===== src/rtl/scan_pkg.sv =====
// Shared definitions for the scan chain controller: FSM states and MISR constants.
// The MISR itself is only built when SCAN_CHAIN_CTRL_MISR_EN is defined.
package scan_pkg;

    typedef enum logic [2:0] {
        S_IDLE,
        S_LOAD,
        S_CAPTURE,
        S_UNLOAD,
        S_DONE
    } state_t;

    // x^16 + x^12 + x^5 + 1
    localparam logic [15:0] MISR_POLY = 16'h1021;
    localparam logic [15:0] MISR_SEED = 16'hFFFF;

endpackage


===== src/rtl/scan_misr.sv =====
// 16-bit serial-input signature register folding one scan-out bit per enabled cycle.
module scan_misr
    import scan_pkg::*;
(
    input  logic        CLK,
    input  logic        RST,
    input  logic        en,
    input  logic        din,
    input  logic        clr,
    output logic [15:0] sig
);

    logic fb;

    assign fb = sig[15] ^ din;

    always_ff @(posedge CLK or posedge RST) begin
        if (RST) begin
            sig <= '0;
        end else if (clr) begin
            sig <= MISR_SEED;
        end else if (en) begin
            sig <= {sig[14:0], 1'b0} ^ (fb ? MISR_POLY : 16'h0000);
        end
    end

endmodule


===== src/rtl/scan_chain_ctrl.sv =====
// Load/capture/unload scan test sequencer with response compare.
// Define SCAN_CHAIN_CTRL_MISR_EN to add the SIG signature output.
module scan_chain_ctrl
    import scan_pkg::*;
#(
    parameter int CHAIN_LEN = 8,
    parameter int CW        = $clog2(CHAIN_LEN + 1)
) (
    input  logic                 CLK,
    input  logic                 RST,
    input  logic                 START,
    input  logic                 ABORT,
    input  logic [CHAIN_LEN-1:0] PAT_IN,
    input  logic [CHAIN_LEN-1:0] EXP_IN,
    output logic                 SE,
    output logic                 SD,
    input  logic                 SO,
    output logic                 BUSY,
    output logic                 DONE,
    output logic                 PASS,
    output logic [CHAIN_LEN-1:0] RESP
`ifdef SCAN_CHAIN_CTRL_MISR_EN
    ,
    output logic [15:0]          SIG
`endif
);

    state_t               state;
    state_t               state_nxt;
    logic [CW-1:0]        cnt;
    logic [CHAIN_LEN-1:0] pat_q;
    logic [CHAIN_LEN-1:0] exp_q;
    logic [CHAIN_LEN-1:0] cap_q;
    logic [CHAIN_LEN-1:0] cap_nxt;
    logic [CHAIN_LEN-1:0] resp_q;
    logic                 pass_q;
    logic                 last;
    logic                 start_acc;
    logic                 abort_act;

    assign last      = (cnt == CW'(CHAIN_LEN - 1));
    assign start_acc = (state == S_IDLE) && START && !ABORT;
    assign abort_act = (state != S_IDLE) && ABORT;
    // Tail flop unloads first, so each sample enters at the top and ripples down.
    assign cap_nxt   = {SO, cap_q[CHAIN_LEN-1:1]};

    always_ff @(posedge CLK or posedge RST) begin
        if (RST) begin
            state <= S_IDLE;
        end else begin
            state <= state_nxt;
        end
    end

    always_comb begin
        state_nxt = state;
        if (abort_act) begin
            state_nxt = S_IDLE;
        end else begin
            unique case (state)
                S_IDLE:    if (start_acc) state_nxt = S_LOAD;
                S_LOAD:    if (last) state_nxt = S_CAPTURE;
                S_CAPTURE: state_nxt = S_UNLOAD;
                S_UNLOAD:  if (last) state_nxt = S_DONE;
                S_DONE:    state_nxt = S_IDLE;
                default:   state_nxt = S_IDLE;
            endcase
        end
    end

    always_comb begin
        SE   = 1'b0;
        SD   = 1'b0;
        BUSY = 1'b0;
        DONE = 1'b0;
        unique case (state)
            S_IDLE: ;
            S_LOAD: begin
                SE   = 1'b1;
                SD   = pat_q[0];
                BUSY = 1'b1;
            end
            S_CAPTURE: BUSY = 1'b1;
            S_UNLOAD: begin
                SE   = 1'b1;
                BUSY = 1'b1;
            end
            S_DONE: begin
                DONE = 1'b1;
                BUSY = 1'b1;
            end
            default: ;
        endcase
    end

    always_ff @(posedge CLK or posedge RST) begin
        if (RST) begin
            cnt    <= '0;
            pat_q  <= '0;
            exp_q  <= '0;
            cap_q  <= '0;
            resp_q <= '0;
            pass_q <= 1'b0;
        end else if (start_acc) begin
            cnt   <= '0;
            pat_q <= PAT_IN;
            exp_q <= EXP_IN;
        end else if (abort_act) begin
            cnt <= '0;
        end else begin
            unique case (state)
                S_LOAD: begin
                    pat_q <= {1'b0, pat_q[CHAIN_LEN-1:1]};
                    cnt   <= last ? '0 : cnt + CW'(1);
                end
                S_UNLOAD: begin
                    cap_q <= cap_nxt;
                    cnt   <= last ? '0 : cnt + CW'(1);
                    if (last) begin
                        resp_q <= cap_nxt;
                        pass_q <= (cap_nxt == exp_q);
                    end
                end
                default: ;
            endcase
        end
    end

    assign RESP = resp_q;
    assign PASS = pass_q;

`ifdef SCAN_CHAIN_CTRL_MISR_EN
    scan_misr u_misr (
        .CLK (CLK),
        .RST (RST),
        .en  ((state == S_UNLOAD) && !ABORT),
        .din (SO),
        .clr (start_acc),
        .sig (SIG)
    );
`endif

endmodule


===== config.mk =====
export PLATFORM = sky130hd
export DESIGN_NAME = scan_chain_ctrl
export DESIGN_NICKNAME = d
export VERILOG_FILES = /design/src/rtl/scan_pkg.sv /design/src/rtl/scan_misr.sv /design/src/rtl/scan_chain_ctrl.sv
export SDC_FILE = /design/constraint.sdc
export NUM_CORES = 1
export LEC_CHECK = 0
export ABC_AREA = 0
export CAP_MARGIN = 20
export CORE_ASPECT_RATIO = 0.9
export CORE_MARGIN = 2
export CORE_UTILIZATION = 55
export CTS_CLUSTER_DIAMETER = 50
export DETAILED_ROUTE_END_ITERATION = 10
export PLACE_DENSITY = 0.89
export SYNTH_ARGS = -nofsm -noshare
export SYNTH_HDL_FRONTEND = slang
export SYNTH_SLANG_ARGS = --single-unit

===== constraint.sdc =====
create_clock -name CLK -period 4.35 [get_ports CLK]
set_clock_uncertainty 0.2 [all_clocks]
set_input_delay 0.87 -clock CLK [delete_from_list [all_inputs] [get_ports CLK]]
set_output_delay 0.87 -clock CLK [all_outputs]
set_load 0.02 [all_outputs]

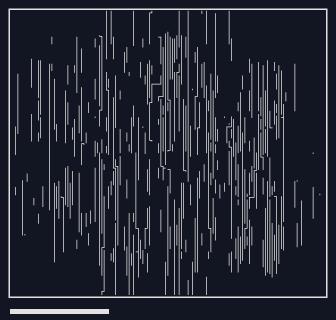
*M2 wires, run 1*
The bar under the picture is 20 µm long.
longest straight run = 34.5 µm
nets with wire on the layer = 177

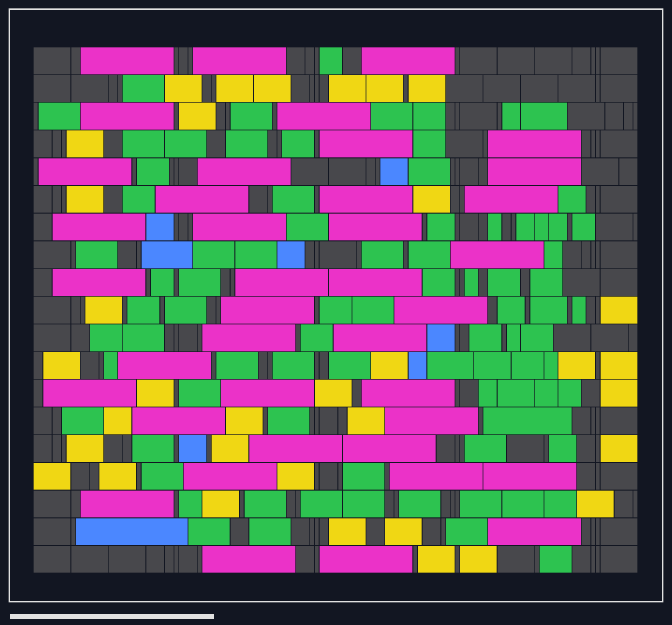
*Placed cells, one colour a class, run 1*
The bar under the picture is 20 µm long. Fill, decap, tap and diode cells in grey.
blue -> clock drivers and dummy loads  # cells 8, share of their area 4.0%
magenta -> registers  # cells 39, share of their area 45%
green -> remaining logic cells  # cells 83, share of their area 36%
yellow -> remaining buffers and delay cells  # cells 34, share of their area 16%

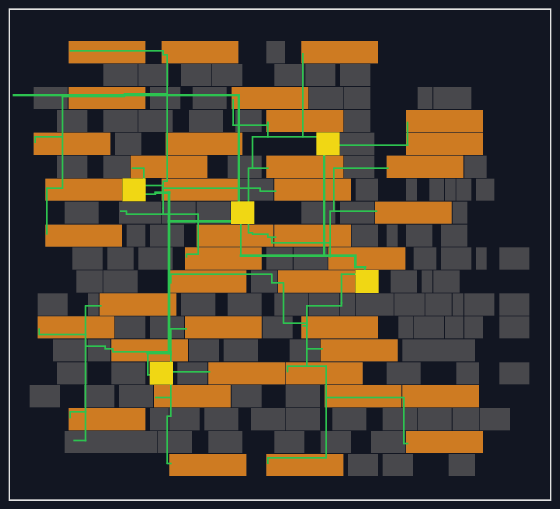
*Clock network drawn from the DEF, run 1*
orange -> flip-flops  # count 39
green -> clock wires  # length 452 µm
yellow -> clock-net drivers  # count 5
flops lie = all over the die
routed clock nets = 6

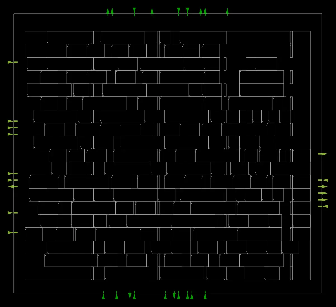
*Cell outlines without signal wires, run 1*
num sequential: 39
filler cell count: 206
core area: 3070 µm²
final cell count without fillers: 206

==> run notes, run 1 <==
fresh numbers from the pnr run: outcome=finished clean, FFs w/ async S/R, synth=100%, first-pass detailed-route iteration total=4, clk ins delay skew pair=350 ps, hold path startpoint=RESP[4], ys flops=39, flip-flops with a built-in enable=0, Log Warnings=26, CP Class=register to output pin, most frequent cell after synthesis=dfrtp_1, sequential share of the synthesized area=54.7%, Place WS=1350 ps, worst-path fanout max=9, Post-Synthesis Cells=127, top-area cell type share of the netlist area=54.7%, Routed WL=3390 µm, Clk pin slew, worst setup/hold paths=120 ps, slowest stage cell, crit path=clkdlybuf4s50_1, largest net degree at the start of global routing=40, Commonest Layout Cell=dfrtp_1, Slew HR=60.6%, Chip Area, Yosys=1780 µm², Syn Nets=149, Max VDD drop=0.304 mV, DRC=0, Worst Tran Pin Value=589 ps, nets@finish=185, total congestion overflow=0, Critical R2R Launch=state[1], Pwr Density=371 nW/µm², Setup WS post-layout=1250 ps, Cells on Worst Hold Path=1, Synth area leader=dfrtp_1, share of cells above drive strength 1=31.1%, RSZ-0062 raised after global routing=no, Ys Warns=0, Top cells by area=dfrtp_1 (55%), mux2_2 (23%), xor2_1 (4.9%), ant diodes=0, fp util=58.2%, Total Power=0.826 mW, clk root buf=clkbuf_4, crit start category=register, Max stage delay on crit path=640 ps, DP Cell Count=198, crit path time final=3100 ps, Worst EP required=3280 ps, most frequent cells in the layout=dfrtp_1 (39), mux2_2 (37), clkdlybuf4s50_1 (33), Final Hold Fails=0, vias in the first global route=1,247, Layout Utilization=72.6%, CTS tree=yes, ys flop type=dfrtp_1, initial antenna violation count=0, DR iter-0 viols=42, Hold Path End=RESP[4], final instance area=2230 µm², max frequency=0.323 GHz, global-route usage over all layers=20.9%, Leakage=1.02 nW, R2R depth=3, vias per inst=5.62, CP Capture Type=output pin, Area after DPL=2140 µm², chip area=3720 µm², first-pass GRT wire length=5780 µm, DIE HEIGHT=58.0 µm, max cap viols=0, CTS H-tree lvls=2, clock sinks=39, Post-CTS Hold Fix Bufs=0, post-synthesis instance area=1780 µm², total clock buffers created by CTS=5, hold_ws=321 ps, pins over their slew limit=0, cell total in the yosys stat output=127, TNS Setup=0 ps
==> run 1: sequential cells by signal, indices dropped and copies added, names as in the netlist <==
register and count:
state 3, PASS 1, cnt 4, exp_q 8, pat_q 8, RESP 8, cap_q 7
==> run 1: layer usage <==
metal | track usage [%] | share of wire (%) | vias to the layer above
met5 | 0 | 0 | -
met4 | 8.70 | 1.9 | 0
met3 | 4.27 | 3.5 | 9
met2 | 37.4 | 56 | 30
met1 | 24.9 | 39 | 597
li1 | - | - | 522
==> run 1: worst max path at each step <==
| stage | from | to | slack, ps | depth (start not counted) |
|---|---|---|---|---|
| final | state[2] | SD | 1250 | 3 |
| after global routing | state[2] | SD | 1060 | 3 |
| after CTS | state[2] | SD | 1240 | 3 |
| after detailed placement | ABORT | RESP[7] | 1350 | 4 |
| after global placement | ABORT | RESP[4] | 1470 | 4 |
| after floorplan | state[2] | SD | 1990 | 3 |
==> run 1: worst max-delay path, delay by kind of cell, from the launching register on <==
family | cells | cell delay (ps)
buf+inv | 1 | 640
simple gates | 2 | 530
flops | 1 | 510
==> run 1: power breakdown <==
group          switching (mW)  internal [mW]
Clock                   0.120          0.136
Sequential             0.0283          0.405
Combinational          0.0534         0.0834
Total                   0.201          0.624
==> run 1: area by class of cell <==
cell class                      count  area, µm²
Sequential cell                    39        976
Clock buffer                        6       51.3
Multi-Input combinational cell     81        767
Inverter                            2       7.51
Fill cell                         206        840
Clock inverter                      2       35.0
Tap cell                           42       52.6
Timing Repair Buffer               34        338
==> run 1: kinds of logic after synthesis <==
kind of cell / after synthesis / share of synthesized area, %
AND/OR/NAND/NOR: 22 / 9.05
AND-OR/OR-AND: 8 / 3.30
flip-flops: 39 / 54.7
XOR/XNOR: 11 / 5.40
multiplexers: 39 / 24.5
buffers and inverters: 7 / 2.31
adder cells (fa/ha/maj): 1 / 0.701
### Power grid, run 1

Pins as bars on the die edge. Tap cells in grey.
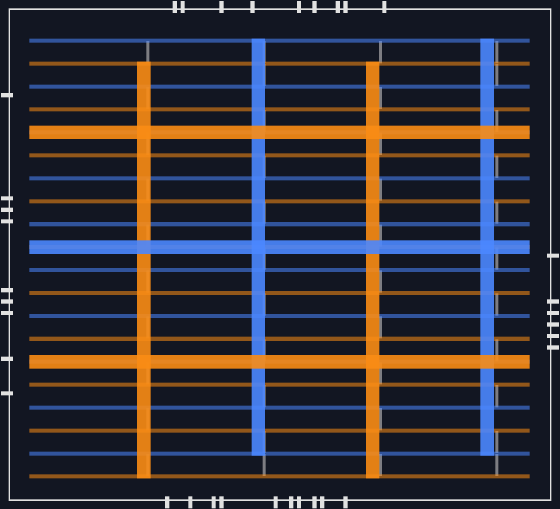

==> run 1 -> run 2 <==
- CORE_UTILIZATION: 55 -> 51
- PLACE_DENSITY: 0.89 -> 0.84
- clock period: 4.35 -> 3.2 ns (I/O delays scaled with it)
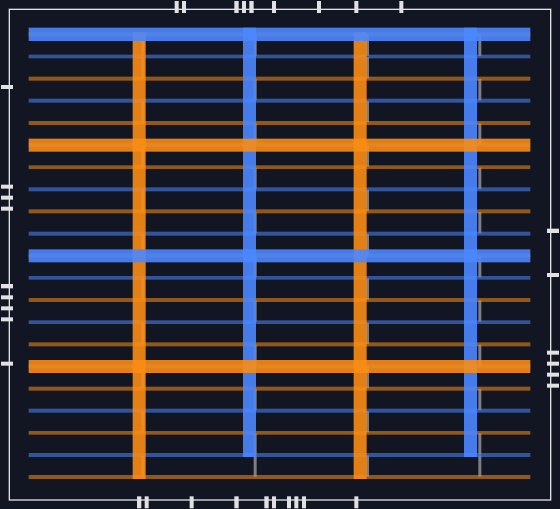
*Power grid, run 2*
Pins as bars on the die edge. Tap cells in grey.
blue -> VDD
orange -> VSS
tap cells = 44
met4 straps = 4
met5 straps = 4
rows = 20

==> run 2 against run 1 <==
  * Die size rose by 7.3%
  * Critical path depth did not move
  * Count of clock-buffer cells in the layout did not move
  * Utilization fell by 5.9 points
  * Synthesized cell count did not move
  * Design area rose by 0.51%
  * Total power rose by 32%
  * Non-clock buffer count rose by 1
  * Clock power rose by 27%
  * Hold slack got worse by 8.5 ps
  * Worst setup slack got worse by 860 ps
  * Largest cell class unchanged
  * Highest routed layer unchanged
==> run notes, run 2 <==
fresh numbers from the pnr run: final instance area=2240 µm² (was 2230 µm²), max frequency=0.357 GHz, ys flop type=dfrtp_1 (unchanged), first-pass detailed-route iteration total=4 (unchanged), sw power=0.260 mW (was 0.201 mW), Syn Nets=149 (unchanged), Cells on Worst Hold Path=1 (unchanged), Max VDD drop=0.335 mV (was 0.304 mV), Area after DPL=2150 µm² (was 2140 µm²), clk ins delay skew pair=290 ps (was 350 ps), outcome=finished clean (unchanged), nets@finish=186 (was 185), TNS Setup=0 ps (unchanged), Setup WS post-layout=398 ps (was 1250 ps), total congestion overflow=0 (unchanged), sw frac=23.8% (was 24.4%), global-route usage over all layers=18.5% (was 20.9%), CP Capture Type=output pin (unchanged), Post-Synthesis Cells=127 (unchanged), Top cells by area=dfrtp_1 (55%), mux2_2 (23%), xor2_1 (4.9%) (unchanged), internal power=0.833 mW (was 0.624 mW), Commonest Layout Cell=dfrtp_1 (unchanged), top-area cell type share of the netlist area=54.7% (unchanged), chip area=3990 µm² (was 3720 µm²), vias per inst=5.37 (was 5.62), sequential share of power=53.6% (was 52.5%), clk root buf=clkbuf_8 (was clkbuf_4), Clk network pwr share=29.8% (was 31.0%), flip-flops with a built-in enable=0 (unchanged), ant diodes=0 (unchanged), Storage cell area=976 µm² (unchanged), final cell count without fillers=208 (was 206), first-pass GRT wire length=5310 µm (was 5780 µm), DP Cell Count=201 (was 198), Place WS=526 ps (was 1350 ps), Post-CTS Hold Fix Bufs=0 (unchanged), Leakage=1.03 nW (was 1.02 nW), FFs w/ async S/R, synth=100% (unchanged), largest net degree at the start of global routing=40 (unchanged), Total Power=1.09 mW (was 0.826 mW), ys flops=39 (unchanged), initial antenna violation count=0 (unchanged)
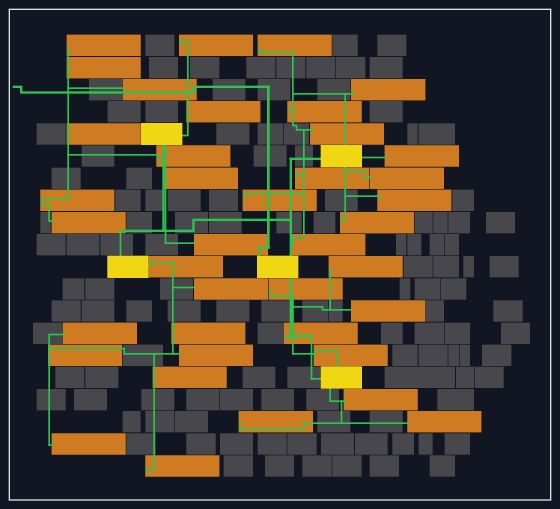
*Clock network drawn from the DEF, run 2*
yellow -> clock-net drivers  # count 5
green -> clock wires  # length 428 µm
orange -> flip-flops  # count 39
routed clock nets = 6

## run 2: power by group through the flow
| stage | Combinational, mW | Clock (mW) | Sequential [mW] |
|---|---|---|---|
| after floorplan | 0.128 | 0 | 0.585 |
| after detailed placement | 0.183 | 0 | 0.596 |
| after CTS | 0.185 | 0.333 | 0.586 |
| after global placement | 0.171 | 0 | 0.591 |
| after global routing | 0.202 | 0.362 | 0.594 |
| final | 0.181 | 0.325 | 0.586 |
## run 2: cell families (layout without fill, tap and decap cells)
logic type	Yosys count	in the layout	synth area share, %
compound gates	8	8	3.30
mux	39	39	24.5
fa+ha+maj	1	1	0.701
simple gates	22	22	9.05
xor+xnor	11	11	5.40
flops	39	39	54.7
buf+inv	7	44	2.31
## run 2: routing by layer
metal | part of all wire [%] | track usage [%] | wire length, µm
met5 | 0 | 0 | 0
met4 | 2.2 | 8.75 | 70
met3 | 4.0 | 4.71 | 127
met2 | 54 | 32.9 | 1730
met1 | 40 | 21.0 | 1270
## run 2: critical path, stage by stage, from the launching register on
cell and delay (ps):
dfrtp_1 500, nand2b_1 310, nor3b_1 240, clkdlybuf4s50_1 630
## run 2: path summary, 6_finish.rpt
kind | startpoint | end
worst max-delay path | state[2] | SD
worst min-delay path | RESP[5] | RESP[5]
worst max register to register | state[2] | pat_q[5]
worst min register to register | RESP[5] | RESP[5]
max in group asynchronous | RST | RESP[2]
min in group asynchronous | RST | exp_q[7]
## run 2: area by class of cell
cell class                 count  share of cell area [%]
tap                           44                    2.46
sequential                    39                    43.6
timing repair buffer          35                    15.4
clock buffer                   6                    3.69
inverter                       2                   0.335
clock inverter                 1                   0.224
multi-input combinational     81                    34.3
No activity file was given, so power comes from the tool's default toggle rates.
